<file path="config.mk">
export PLATFORM = sky130hd
export DESIGN_NAME = matmul_sched
export DESIGN_NICKNAME = d
export VERILOG_FILES = /design/src/rtl/matmul_pkg.sv /design/src/rtl/matmul_sched_lane.sv /design/src/rtl/matmul_sched.sv
export SDC_FILE = /design/constraint.sdc
export NUM_CORES = 1
export LEC_CHECK = 0
export CORE_ASPECT_RATIO = 0.75
export CORE_MARGIN = 4
export CORE_UTILIZATION = 54
export CTS_CLUSTER_DIAMETER = 50
export DETAILED_ROUTE_END_ITERATION = 8
export PLACE_DENSITY = 0.95
export SLEW_MARGIN = 40
export SYNTH_ARGS = -nofsm -noshare
export SYNTH_HDL_FRONTEND = slang
export SYNTH_SLANG_ARGS = --single-unit
</file>
<file path="constraint.sdc">
create_clock -name clk_i -period 12.6 [get_ports clk_i]
set_input_delay 3.78 -clock clk_i [delete_from_list [all_inputs] [get_ports clk_i]]
set_output_delay 3.78 -clock clk_i [all_outputs]
set_load 0.01 [all_outputs]
</file>
<file path="src/rtl/matmul_pkg.sv">
// Shared definitions for the matmul systolic-array feed scheduler.
package matmul_pkg;

  typedef enum logic [2:0] {
    IDLE,
    LOAD,
    FEED,
    DONE,
    WAIT_CLR
  } state_e;

  // Holds the last step index 3*MAX_DIM-3 for MAX_DIM up to 8 (64-bit bus, 8-bit data).
  localparam int unsigned STEP_W = 5;

  function automatic int unsigned max_dim(input int unsigned bus_w, input int unsigned data_w);
    return bus_w / data_w;
  endfunction

  function automatic logic dim_err(input logic [1:0] dim, input int unsigned mdim);
    return 32'(dim) >= mdim;
  endfunction

endpackage

</file>
<file path="src/rtl/matmul_sched_lane.sv">
// One skewed edge lane: selects element (step - LANE) of its operand word, or zero.
module matmul_sched_lane
  import matmul_pkg::*;
#(
  parameter int unsigned DATA_WIDTH = 8,
  parameter int unsigned BUS_WIDTH  = 32,
  parameter int unsigned LANE       = 0
) (
  input  logic [BUS_WIDTH-1:0]  word_i,
  input  logic [STEP_W-1:0]     step_i,
  input  logic [1:0]            k_last_i,
  input  logic [1:0]            lim_i,
  input  logic                  active_i,
  output logic [DATA_WIDTH-1:0] elem_o
);

  localparam int unsigned       NELEM  = BUS_WIDTH / DATA_WIDTH;
  localparam logic [STEP_W-1:0] LANE_W = STEP_W'(LANE);

  logic [STEP_W:0]   step_diff;
  logic [STEP_W:0]   lim_diff;
  logic [STEP_W-1:0] idx;
  logic              live;

  // Borrow bits stand in for "step >= LANE" and "lim >= LANE" without constant compares.
  always_comb begin
    step_diff = {1'b0, step_i} - {1'b0, LANE_W};
    lim_diff  = {1'b0, STEP_W'(lim_i)} - {1'b0, LANE_W};
    idx       = step_diff[STEP_W-1:0];
    live      = active_i && !step_diff[STEP_W] && !lim_diff[STEP_W]
                && (idx <= STEP_W'(k_last_i));
    elem_o    = '0;
    for (int unsigned k = 0; k < NELEM; k++) begin
      if (live && (idx == STEP_W'(k))) elem_o = word_i[k*DATA_WIDTH +: DATA_WIDTH];
    end
  end

endmodule

</file>
<file path="src/rtl/matmul_sched.sv">
// Operand capture, step sequencing and registered skewed feeds for an NxKxM systolic multiply.
module matmul_sched
  import matmul_pkg::*;
#(
  parameter  int unsigned DATA_WIDTH = 8,
  parameter  int unsigned BUS_WIDTH  = 32,
  localparam int unsigned MAX_DIM    = max_dim(BUS_WIDTH, DATA_WIDTH)
) (
  input  logic                          clk_i,
  input  logic                          rst_i,
  input  logic                          start_i,
  input  logic [MAX_DIM*BUS_WIDTH-1:0]  a_i,
  input  logic [MAX_DIM*BUS_WIDTH-1:0]  b_i,
  input  logic [1:0]                    dim_n_i,
  input  logic [1:0]                    dim_k_i,
  input  logic [1:0]                    dim_m_i,
  output logic [MAX_DIM*DATA_WIDTH-1:0] a_feed_o,
  output logic [MAX_DIM*DATA_WIDTH-1:0] b_feed_o,
  output logic                          pe_clr_o,
  output logic                          pe_en_o,
  output logic                          done_o,
  output logic                          busy_o,
  output logic                          err_o
);

  state_e                        state_q, state_d;
  logic [STEP_W-1:0]             step_q, step_d;
  logic [STEP_W-1:0]             last_q, last_d;
  logic [MAX_DIM*BUS_WIDTH-1:0]  a_q, a_d, b_q, b_d;
  logic [1:0]                    dn_q, dn_d, dk_q, dk_d, dm_q, dm_d;
  logic [MAX_DIM*DATA_WIDTH-1:0] a_feed_q, a_feed_d, b_feed_q, b_feed_d;
  logic                          clr_q, clr_d, en_q, en_d, done_q, done_d;
  logic                          busy_q, busy_d, err_q, err_d;

  always_comb begin
    state_d = state_q;
    step_d  = step_q;
    last_d  = last_q;
    a_d     = a_q;
    b_d     = b_q;
    dn_d    = dn_q;
    dk_d    = dk_q;
    dm_d    = dm_q;
    err_d   = err_q;
    clr_d   = 1'b0;
    en_d    = 1'b0;
    done_d  = 1'b0;
    unique case (state_q)
      IDLE: begin
        if (start_i) begin
          state_d = LOAD;
          a_d     = a_i;
          b_d     = b_i;
          dn_d    = dim_n_i;
          dk_d    = dim_k_i;
          dm_d    = dim_m_i;
          err_d   = 1'b0;
          clr_d   = 1'b1;
        end
      end
      LOAD: begin
        if (dim_err(dn_q, MAX_DIM) || dim_err(dk_q, MAX_DIM) || dim_err(dm_q, MAX_DIM)) begin
          state_d = DONE;
          err_d   = 1'b1;
          done_d  = 1'b1;
        end else begin
          state_d = FEED;
          step_d  = '0;
          en_d    = 1'b1;
          // Last step index is L-1 = N+K+M-3 in actual dims, i.e. the sum of the minus-one fields.
          last_d  = STEP_W'(dn_q) + STEP_W'(dk_q) + STEP_W'(dm_q);
        end
      end
      FEED: begin
        if (step_q == last_q) begin
          state_d = DONE;
          done_d  = 1'b1;
        end else begin
          step_d = step_q + 1'b1;
          en_d   = 1'b1;
        end
      end
      DONE:     state_d = WAIT_CLR;
      WAIT_CLR: if (!start_i) state_d = IDLE;
      default:  state_d = IDLE;
    endcase
    busy_d = (state_d == LOAD) || (state_d == FEED) || (state_d == DONE);
  end

  // Lanes see next-cycle step/enable so the registered feeds line up with pe_en_o.
  for (genvar g = 0; g < MAX_DIM; g++) begin : g_lane
    matmul_sched_lane #(
      .DATA_WIDTH(DATA_WIDTH),
      .BUS_WIDTH (BUS_WIDTH),
      .LANE      (g)
    ) u_a_lane (
      .word_i  (a_q[g*BUS_WIDTH +: BUS_WIDTH]),
      .step_i  (step_d),
      .k_last_i(dk_q),
      .lim_i   (dn_q),
      .active_i(en_d),
      .elem_o  (a_feed_d[g*DATA_WIDTH +: DATA_WIDTH])
    );
    matmul_sched_lane #(
      .DATA_WIDTH(DATA_WIDTH),
      .BUS_WIDTH (BUS_WIDTH),
      .LANE      (g)
    ) u_b_lane (
      .word_i  (b_q[g*BUS_WIDTH +: BUS_WIDTH]),
      .step_i  (step_d),
      .k_last_i(dk_q),
      .lim_i   (dm_q),
      .active_i(en_d),
      .elem_o  (b_feed_d[g*DATA_WIDTH +: DATA_WIDTH])
    );
  end

  always_ff @(posedge clk_i) begin
    if (rst_i) begin
      state_q  <= IDLE;
      step_q   <= '0;
      last_q   <= '0;
      a_q      <= '0;
      b_q      <= '0;
      dn_q     <= '0;
      dk_q     <= '0;
      dm_q     <= '0;
      a_feed_q <= '0;
      b_feed_q <= '0;
      clr_q    <= 1'b0;
      en_q     <= 1'b0;
      done_q   <= 1'b0;
      busy_q   <= 1'b0;
      err_q    <= 1'b0;
    end else begin
      state_q  <= state_d;
      step_q   <= step_d;
      last_q   <= last_d;
      a_q      <= a_d;
      b_q      <= b_d;
      dn_q     <= dn_d;
      dk_q     <= dk_d;
      dm_q     <= dm_d;
      a_feed_q <= a_feed_d;
      b_feed_q <= b_feed_d;
      clr_q    <= clr_d;
      en_q     <= en_d;
      done_q   <= done_d;
      busy_q   <= busy_d;
      err_q    <= err_d;
    end
  end

  assign a_feed_o = a_feed_q;
  assign b_feed_o = b_feed_q;
  assign pe_clr_o = clr_q;
  assign pe_en_o  = en_q;
  assign done_o   = done_q;
  assign busy_o   = busy_q;
  assign err_o    = err_q;

endmodule

</file>
==> commit_impl_results.txt <==
Record implementation results from latest flow run

- Outcome: finished, final reports clean
- For the worst reg-to-reg path, the endpoint reported by OpenROAD is b_feed_o[11]$_SDFF_PP0_.
* Fmax: 0.160 GHz
* Drc violations: 0
- Largest fanout on the critical path: 110
* R2R depth: 13
- Of the total power, combinational logic draws 0.144.
- The CTS report gives the tree buffer count as 34.
* Cell area after synthesis: 14100 um2
- CTS placed an instance of clkbuf_16 at the clock tree root.
- DRT iter0 DRCs: 1280
- The multi-input combinational cells in the finished layout cover a total of 6650 um2.
* Buffers inserted during post-CTS setup optimization: 0
* Yosys top cell by area: dfxtp_1
- At floorplan, the net count of the design was reported as 2100.
* Maximum vdd drop: 108 uV
- Hold slack: 450 ps
- In this run the layout overhead on the synthesized area is reported as 32.5%.
- The power report attributes to the sequential group a share of 0.458.
- The cell-mix breakdown from Yosys lists the adder-cell area share as 0.0188.
- Ranked by total cell area, the synthesized netlist is headed by dfxtp_1 (49%), nand2_1 (17%), a21oi_1 (11%), clkbuf_1 (3.4%), mux2i_1 (2.3%).
- Final worst setup slack: 6350 ps
- Flop Count: 342
- Total power draw: 2620 uW
- Per the post-route antenna check, the number of violating nets is 0.
- CP Capture Point: a_q[81]$_SDFFE_PP0P_
- Clock buffers in the final layout number 50.
* Fraction of registers with async set or reset after synthesis: 0
* Number of multi-input combinational cells: 1300
- In this run, the synthesized area fraction spent on AND-OR/OR-AND gates is recorded as 0.199.
- Largest regs: a_q (128), b_q (128)
- The library cells used most frequently in the layout, excluding fill and tap cells, are nand2_1 (621), dfxtp_1 (342), clkdlybuf4s50_1 (331).
* GRT Residual Overflow: 0
- The launch point of the worst register-to-register path is recorded as state_q[1]$_SDFF_PP0_.
- Top cell class by occupied area: sequential cells
- The worst setup path is captured at a flip-flop.
* TritonCTS clock tree: built
- The transition time recorded at the tightest slew-check pin is 832 ps.
* Die span in x: 195 um
- Total routing usage reported by global routing: 0.295
* Count of TritonRoute iterations in the first routing pass: 5
- Worst hold start: b_q[71]$_SDFFE_PP0P_
- Post-place instance area: 17500 um2
- Worst reg2reg setup slack: 7830 ps
* Overall die height: 148 um
- Final antenna diode count: 1
- The required time at the worst endpoint is listed as 13010 ps.
* Post-synth EDFFs: 0
- DP Cell Count: 2358
- The report lists the power per cell area as 140 nW/um2.
* Repair and plain buffers: 350
* Area of all placed cells without fillers: 18700 um2
- Among all flip-flop cells after synthesis, the most frequent one is dfxtp_1.
- Wires add up to 45200 um.
- The layout report gives the multi-input gate share of total cell area as 0.356.
- Number of violations of the max-capacitance limit: 0
* Most common logic cell in the routed design: nand2_1
- The first global-routing pass estimated 70700 um of wire.
- STA reports the tightest min-delay check as being of type flip-flop to flip-flop.
- In the CTS report, the clock slew at the register clock pins of the worst setup and hold paths is listed as 60 ps.
* Detailed placement HPWL: 30400 um
- The pre-CTS setup check shows a worst slack of 6010 ps.
* Number of distinct library cells after synthesis: 63
- The leakage component of the power was reported as 0.00667 uW.
* Yosys cell count: 1815
- Fp_density: 0.557
* PostCTS Resize Cnt: 0
* Fin. Hold Viols: 0
- Total net switching power: 676 uW
- Post-layout min period: 6250 ps
* Post-detailed-route via-to-cell ratio: 5.80
* Worst skew pair latency: 510 ps
* Initial antenna violation count: 3
- Of the total power, the share spent switching nets is 0.258.
* Hold path cells: 2
- After synthesis, the share of cell area in mux cells is 0.0227.
* Share of Yosys cell area claimed by the top area cell type: 0.485
- Yosys reported a register bit count of 342.
* Inverter tally of the final layout excluding the clock network: 31
* Yosys warning total: 0
- Most numerous cell types in the synthesized netlist: nand2_1 (622), dfxtp_1 (342), a21oi_1 (302), clkbuf_1 (127), nor2_1 (70)
- Number of pins exceeding their max-slew limit in the final report: 0
* Sum of negative setup slack: 0 ps
* Die ar.: 28800 um2
- Count of inserted tapcells: 338
[worst max-delay path, cell delays in order]
cell	delay [ps]
clkdlybuf4s50_1	450
nor2b_1	480
and2_4	700
buf_12	410
buf_16	390
nand2_1	150
a21oi_1	190
[routing by layer]
metal | GRT usage | wire length (um) | part of all wire
met5 | 0 | 27 | 0.00060
met4 | 0.0942 | 1280 | 0.028
met3 | 0.0800 | 4600 | 0.10
met2 | 0.485 | 21100 | 0.47
met1 | 0.380 | 18200 | 0.40
[power groups by stage]
stage	Sequential, uW	Combinational (uW)	Clock [uW]
CTS	1200	368	1050
detailed placement	1220	364	0
finish	1200	377	1040
floorplan	1210	219	0
global route	1210	413	1100
global placement	1220	349	0
pins.png
Scale: 1.5 px per um. Pins as bars across the die edge, other pins in grey.
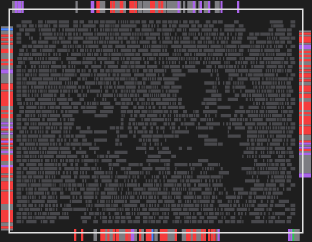
[blue] dim_m_i | pins: 2 | direction: input | edge: 1 left, 1 bottom
[purple] b_feed_o | pins: 32 | direction: output | edge: 12 top, 8 left, 7 right, 5 bottom
[red] a_i | pins: 128 | direction: input | edge: 48 left, 33 bottom, 32 right, 15 top
[green] pe_clr_o | pins: 1 | direction: output | edge: bottom
all pins by edge: 100 left, 82 bottom, 80 top, 72 right

cell_classes.png
Scale: 2 px per um. Fill, decap, tap and diode cells in grey.
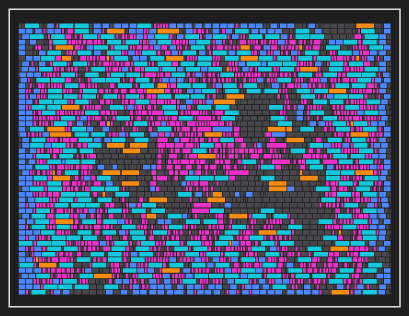
[cyan] flip-flops | cells: 342
[magenta] all other logic | cells: 1331
[orange] clock drivers and dummy loads | cells: 58
[blue] other buffers and delay cells | cells: 350
register share of the cell area: 0.366
placement row count: 50
final cell utilization of the core: 0.738
Std-Cell Core Area: 25300 um2

Power is estimated from default activity; no workload was simulated.
